### Signal wires by layer

(3 px per um)
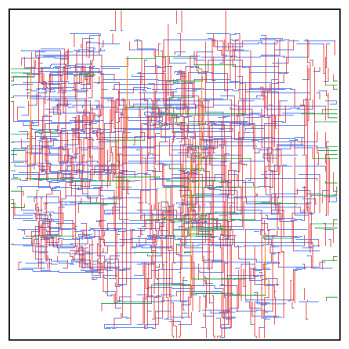
### Met2 routing

(2 px per um)
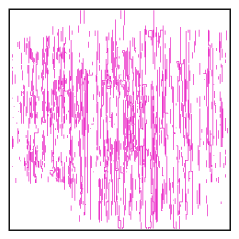
**src/rtl/tmr_fault_logger.sv**
```systemverilog
`default_nettype none
// ============================================================================
// Module   : tmr_fault_logger
// Brief    : Timestamped TMR fault/trojan event logger with FIFO and a sticky
//            trojan-alarm state machine.
// Revision : 1.0 - initial release
// ============================================================================
module tmr_fault_logger #(
    parameter int WIDTH  = 8,
    parameter int DEPTH  = 4,
    parameter int TS_W   = 16,
    parameter int THRESH = 3,
    parameter int QUIET  = 8
) (
    input  logic                       clk,
    input  logic                       rst,
    input  logic [WIDTH-1:0]           data_in,
    input  logic                       fault_flag,
    input  logic                       sus_trojan,
    input  logic                       log_ready,
    input  logic                       clr_alarm,
    output logic                       log_valid,
    output logic [2+TS_W+WIDTH-1:0]    log_data,
    output logic                       alarm,
    output logic [1:0]                 state_o,
    output logic [7:0]                 drop_cnt,
    output logic [$clog2(DEPTH):0]     fifo_count
);

    localparam int c_AW = $clog2(DEPTH);
    localparam int c_CW = c_AW + 1;
    localparam int c_EW = 2 + TS_W + WIDTH;
    localparam int c_SW = $clog2(THRESH + 1);
    localparam int c_QW = $clog2(QUIET + 1);

    localparam logic [1:0] c_IDLE  = 2'd0;
    localparam logic [1:0] c_WATCH = 2'd1;
    localparam logic [1:0] c_ALARM = 2'd2;

    logic [TS_W-1:0] r_ts;
    logic [1:0]      r_prev_type;
    logic [c_AW-1:0] r_wr_ptr;
    logic [c_AW-1:0] r_rd_ptr;
    logic [c_CW-1:0] r_count;
    logic [7:0]      r_drop;
    logic [c_EW-1:0] r_mem [DEPTH];

    logic [1:0]      r_state;
    logic [c_SW-1:0] r_streak;
    logic [c_QW-1:0] r_quiet;
    logic            r_alarm;

    logic [1:0]      w_type;
    logic            w_event;
    logic            w_full;
    logic            w_pop;
    logic            w_push;
    logic            w_drop;
    logic [c_SW-1:0] w_streak_inc;
    logic [c_QW-1:0] w_quiet_inc;

    // An event fires only on a change to a non-zero type, so a held type logs once.
    assign w_type    = {sus_trojan, fault_flag};
    assign w_event   = (w_type != 2'b00) && (w_type != r_prev_type);
    assign w_full    = (r_count == c_CW'(DEPTH));
    assign log_valid = (r_count != '0);
    assign w_pop     = log_valid && log_ready;
    assign w_push    = w_event && (!w_full || w_pop);
    assign w_drop    = w_event && w_full && !w_pop;

    assign log_data   = r_mem[r_rd_ptr];
    assign fifo_count = r_count;
    assign drop_cnt   = r_drop;
    assign alarm      = r_alarm;
    assign state_o    = r_state;

    assign w_streak_inc = r_streak + c_SW'(1);
    assign w_quiet_inc  = r_quiet + c_QW'(1);

    always_ff @(posedge clk) begin
        if (rst) begin
            r_ts        <= '0;
            r_prev_type <= 2'b00;
        end else begin
            r_ts        <= r_ts + TS_W'(1);
            r_prev_type <= w_type;
        end
    end

    // When full, a simultaneous pop frees the head slot, which is the one
    // the write pointer already addresses.
    always_ff @(posedge clk) begin
        if (rst) begin
            r_wr_ptr <= '0;
            r_rd_ptr <= '0;
            r_count  <= '0;
            r_drop   <= '0;
        end else begin
            if (w_push) r_wr_ptr <= r_wr_ptr + c_AW'(1);
            if (w_pop)  r_rd_ptr <= r_rd_ptr + c_AW'(1);
            case ({w_push, w_pop})
                2'b10:   r_count <= r_count + c_CW'(1);
                2'b01:   r_count <= r_count - c_CW'(1);
                default: r_count <= r_count;
            endcase
            if (w_drop && (r_drop != 8'hFF)) r_drop <= r_drop + 8'd1;
        end
    end

    always_ff @(posedge clk) begin
        if (!rst && w_push) r_mem[r_wr_ptr] <= {w_type, r_ts, data_in};
    end

    always_ff @(posedge clk) begin
        if (rst) begin
            r_state  <= c_IDLE;
            r_streak <= '0;
            r_quiet  <= '0;
            r_alarm  <= 1'b0;
        end else begin
            case (r_state)
                c_IDLE: begin
                    if (sus_trojan) begin
                        r_state  <= c_WATCH;
                        r_streak <= c_SW'(1);
                        r_quiet  <= '0;
                    end
                end
                c_WATCH: begin
                    if (sus_trojan) begin
                        r_quiet  <= '0;
                        r_streak <= w_streak_inc;
                        if (w_streak_inc == c_SW'(THRESH)) begin
                            r_state <= c_ALARM;
                            r_alarm <= 1'b1;
                        end
                    end else begin
                        r_streak <= '0;
                        if (w_quiet_inc == c_QW'(QUIET)) begin
                            r_state <= c_IDLE;
                            r_quiet <= '0;
                        end else begin
                            r_quiet <= w_quiet_inc;
                        end
                    end
                end
                c_ALARM: begin
                    // Sticky: only an operator clear during a quiet cycle releases it.
                    if (clr_alarm && !sus_trojan) begin
                        r_state  <= c_IDLE;
                        r_alarm  <= 1'b0;
                        r_streak <= '0;
                        r_quiet  <= '0;
                    end
                end
                default: begin
                    r_state  <= c_IDLE;
                    r_alarm  <= 1'b0;
                    r_streak <= '0;
                    r_quiet  <= '0;
                end
            endcase
        end
    end

endmodule
`default_nettype wire

```
**config.mk**
```make
export PLATFORM = sky130hd
export DESIGN_NAME = tmr_fault_logger
export DESIGN_NICKNAME = d
export VERILOG_FILES = /design/src/rtl/tmr_fault_logger.sv
export SDC_FILE = /design/constraint.sdc
export NUM_CORES = 1
export LEC_CHECK = 0
export CAP_MARGIN = 25
export CORE_UTILIZATION = 51
export DETAILED_ROUTE_END_ITERATION = 7
export GPL_ROUTABILITY_DRIVEN = 0
export GPL_TIMING_DRIVEN = 0
export PLACE_DENSITY = 0.75
export SLEW_MARGIN = 20
export SYNTH_ARGS = -nofsm -noshare
export SYNTH_HDL_FRONTEND = slang
export SYNTH_SLANG_ARGS = --single-unit
```
**constraint.sdc**
```tcl
create_clock -name clk -period 2.2 [get_ports clk]
set_clock_uncertainty 0.15 [all_clocks]
set_input_delay 0.22 -clock clk [delete_from_list [all_inputs] [get_ports clk]]
set_output_delay 0.22 -clock clk [all_outputs]
set_load 0.05 [all_outputs]
```
==> job_summary.md <==
## Implementation flow summary

| Metric | Value |
|---|---|
| Setup TNS after final layout | `0 ps` |
| Crit Reg-Reg Startpoint | `fifo_count[0]$_SDFFE_PP0P_` |
| Critical path arrival | `1820 ps` |
| Number of logged tool warnings | `33` |
| Horizontal die size | `110 um` |
| Endpoint of the most critical setup path | `log_data[12]` |
| RSZ-0062 raised after global routing | `yes` |
| Layout cells sized above 1 | `27.9%` |
| Well-tap cell count | `140` |
| Tot Pwr | `7.81 mW` |
| Async set-or-reset flop fraction in the synthesized netlist | `0%` |
| Worst Setup Path Type | `reg2out` |
| DP Worst Slack | `-936 ps` |
| Post-synthesis cell count | `381` |
| Number of filler instances in the final layout | `758` |
| CLK BUF | `19` |
| Synth Seq Share | `67.7%` |
| Antenna Nets Post-Route | `0` |
| Seq pwr share | `41.1%` |
| Final count of hold timing violations | `0` |
| Maximum Capacitance Violations | `0` |
| Overall overflow remaining after global route | `0` |
| Clk buf depth | `2` |
| Chip area | `0.0120 mm^2` |
| Unique cell type count in the Yosys netlist | `50` |
| Data required time at the worst endpoint | `1830 ps` |
| Top logic cells by instance count in the layout | `104 x sky130_fd_sc_hd__edfxtp_1, 39 x sky130_fd_sc_hd__dfxtp_1, 34 x sky130_fd_sc_hd__nor2_1` |
| Max Freq | `457 MHz` |
| Kind of start point of the critical path | `register` |
| Routed length on met3 | `719 um` |
| Post-CTS Hold Buffers | `0` |
| Sequential cell area in the final layout | `0.00402 mm^2` |
| Total combinational power | `1.76 mW` |
| Internal Pwr Total | `5.63 mW` |
| Total non-filler cell area in the finished layout | `0.00756 mm^2` |
| R2r setup slk | `50 ps` |
| And+or+nand+nor area frac | `9.07%` |
| Combinational share of power | `22.6%` |
| Top Metal Used | `met4` |
| Post-synthesis adder-cell area fraction | `2.24%` |
| Main logic family after synthesis | `multiplexers` |
| Area of the multi-input gates | `0.00194 mm^2` |
| Detailed-routing wirelength on met1 | `5.33 mm` |
| Starting DRC count in detailed routing | `168` |
| Non-clock buffer share | `11.0%` |
| CTS sink cnt | `148` |
| Antenna Diode Count | `0` |
| Number of iterations in the first detailed-routing pass | `5` |
| Most instantiated cells after synthesis | `104 x sky130_fd_sc_hd__edfxtp_1, 44 x sky130_fd_sc_hd__dfxtp_1, 34 x sky130_fd_sc_hd__nor2_1` |
| # rows | `38` |
| First-pass GRT wire length | `18.9 mm` |
| Final core utilization | `68.2%` |
| Final Critical Period | `2190 ps` |
| Flop count | `148` |
| Latest clock arrival within the worst-skew pair | `420 ps` |
| Largest contributor to cell area by class | `registers` |
| Xor/xnor share of the synthesized area | `3.11%` |
| Core Region | `0.0111 mm^2` |
| Flip-flop count of the largest register after layout | `104` |
| Number of buffers added on ports | `53` |
| Seq. pwr | `3.21 mW` |
| Cell count after placement | `574` |
| Vias in the first global route | `3,563` |
| Total cell area at the placement stage | `0.00665 mm^2` |
| Cell occurring most often along the worst timing path | `sky130_fd_sc_hd__buf_12` |
| Clock group share of total power | `36.3%` |
| Number of levels in the clock H-tree | `4` |
| Result of the run | `completed` |
| Layout Area Growth over Synthesis | `27.7%` |
| Flops out of synthesis | `148` |
| Cts bufs inserted | `17` |
| Worst hold path startpoint | `rst` |
| Pins Over Slew Limit | `0` |
| GR Util met1 | `28.6%` |
| Global routing's busiest layer | `met2` |
| Peak supply drop | `0.000601 V` |
| Cell count of the worst reg-to-reg path | `6` |
| Post-synthesis instance area | `0.00592 mm^2` |
| Remaining max-slew budget at the tightest pin | `54.4%` |
| Clock slew seen by the registers of the worst setup and hold paths | `60 ps` |
| Number of buffers inserted to repair setup after CTS | `4` |
| I/O pin total | `55` |
| Cell-by-cell listing of the critical path | `buf_12, buf_12, mux4_2, buf_6` |
| Number of cells on the critical path | `4` |
| Routed length on met2 | `6.23 mm` |
| Worst Max-Slew Pin Slew | `680 ps` |
| Min-Delay Path Class | `in2reg` |
| Switching share of total power | `27.8%` |
| Yosys top cell area share | `52.8%` |
| Primary FF master, synth | `sky130_fd_sc_hd__edfxtp_1` |
| Endpoint of the lowest-slack register-to-register path | `fifo_count[2]$_SDFFE_PP0P_` |
| Part of the cycle the worst path needs | `99.5%` |
| Non-clock buffer count in the final layout | `82` |
| Top pwr grp | `sequential cells` |
| Cell depth of the worst min-delay path | `2` |
| Height of the chip | `110 um` |
| Initial antenna violation count | `0` |
| Cell with the largest stage delay on the worst path | `sky130_fd_sc_hd__mux4_2` |
| Final setup vio count | `0` |
| Ys cells | `381` |
| Number of ordinary inverters in the final layout | `8` |
| Fraction of the core area occupied by cells at floorplan | `53.4%` |
| Share of cell area taken by flip-flops and latches | `53.1%` |
| Sort of element at the end of the critical path | `output port` |
| Net count, final | `499` |
| AO/OA Area Share | `6.03%` |
| Filler-free cell count of the finished design | `627` |
| Maximum net fanout on the critical path | `10` |
| Kind of cell with the highest combined delay on the critical path | `multiplexers` |
| Vias per inst | `5.76` |
| WP buf/inv | `3` |
| Tightest hold margin | `48.2 ps` |
| Mean instance size in the synthesized netlist | `15.5 um^2` |
| # DRC | `0` |
| Half-perimeter wire length of the detailed placement result | `6.51 mm` |
| Clock tree from TritonCTS | `built` |
| YS warnings | `0` |
| Power per standard cell area | `1030 mW/mm^2` |
| Register with the most flip-flops | `r_mem` |
| Post-synthesis chip area from yosys | `0.00592 mm^2` |
| Crit path setup slack, layout | `10.9 ps` |
| Post-synth tally of flip-flops with integrated enable | `104` |
| Grt met3 use | `6.52%` |
| Lkg Pwr | `2.60 nW` |
| Power consumed by the clock network | `2.83 mW` |
| Most frequently placed logic cell in the final layout | `sky130_fd_sc_hd__edfxtp_1` |
| Number of nets at floorplan | `405` |
Back to the opening pictures, 'Signal wires by layer':
Blue shows M1, wire length 5,330 um. Orange shows M4, wire length 211 um. Green shows M3, wire length 719 um. Red shows M2, wire length 6,230 um.
detail-routed net length per standard cell: 19.9 um
post-detailed-routing wire length: 12.5 mm
via count: 3,612
overall track demand over capacity in global routing: 22.1%

Back to the opening pictures, 'Met2 routing':
The longest straight run is 61.2 um. The layer carries 6,230 um of wire. The layer holds 50% of the routed length. The wires run mostly vertical. 447 nets have wire on it.

No activity file was given, so power comes from the tool's default toggle rates.
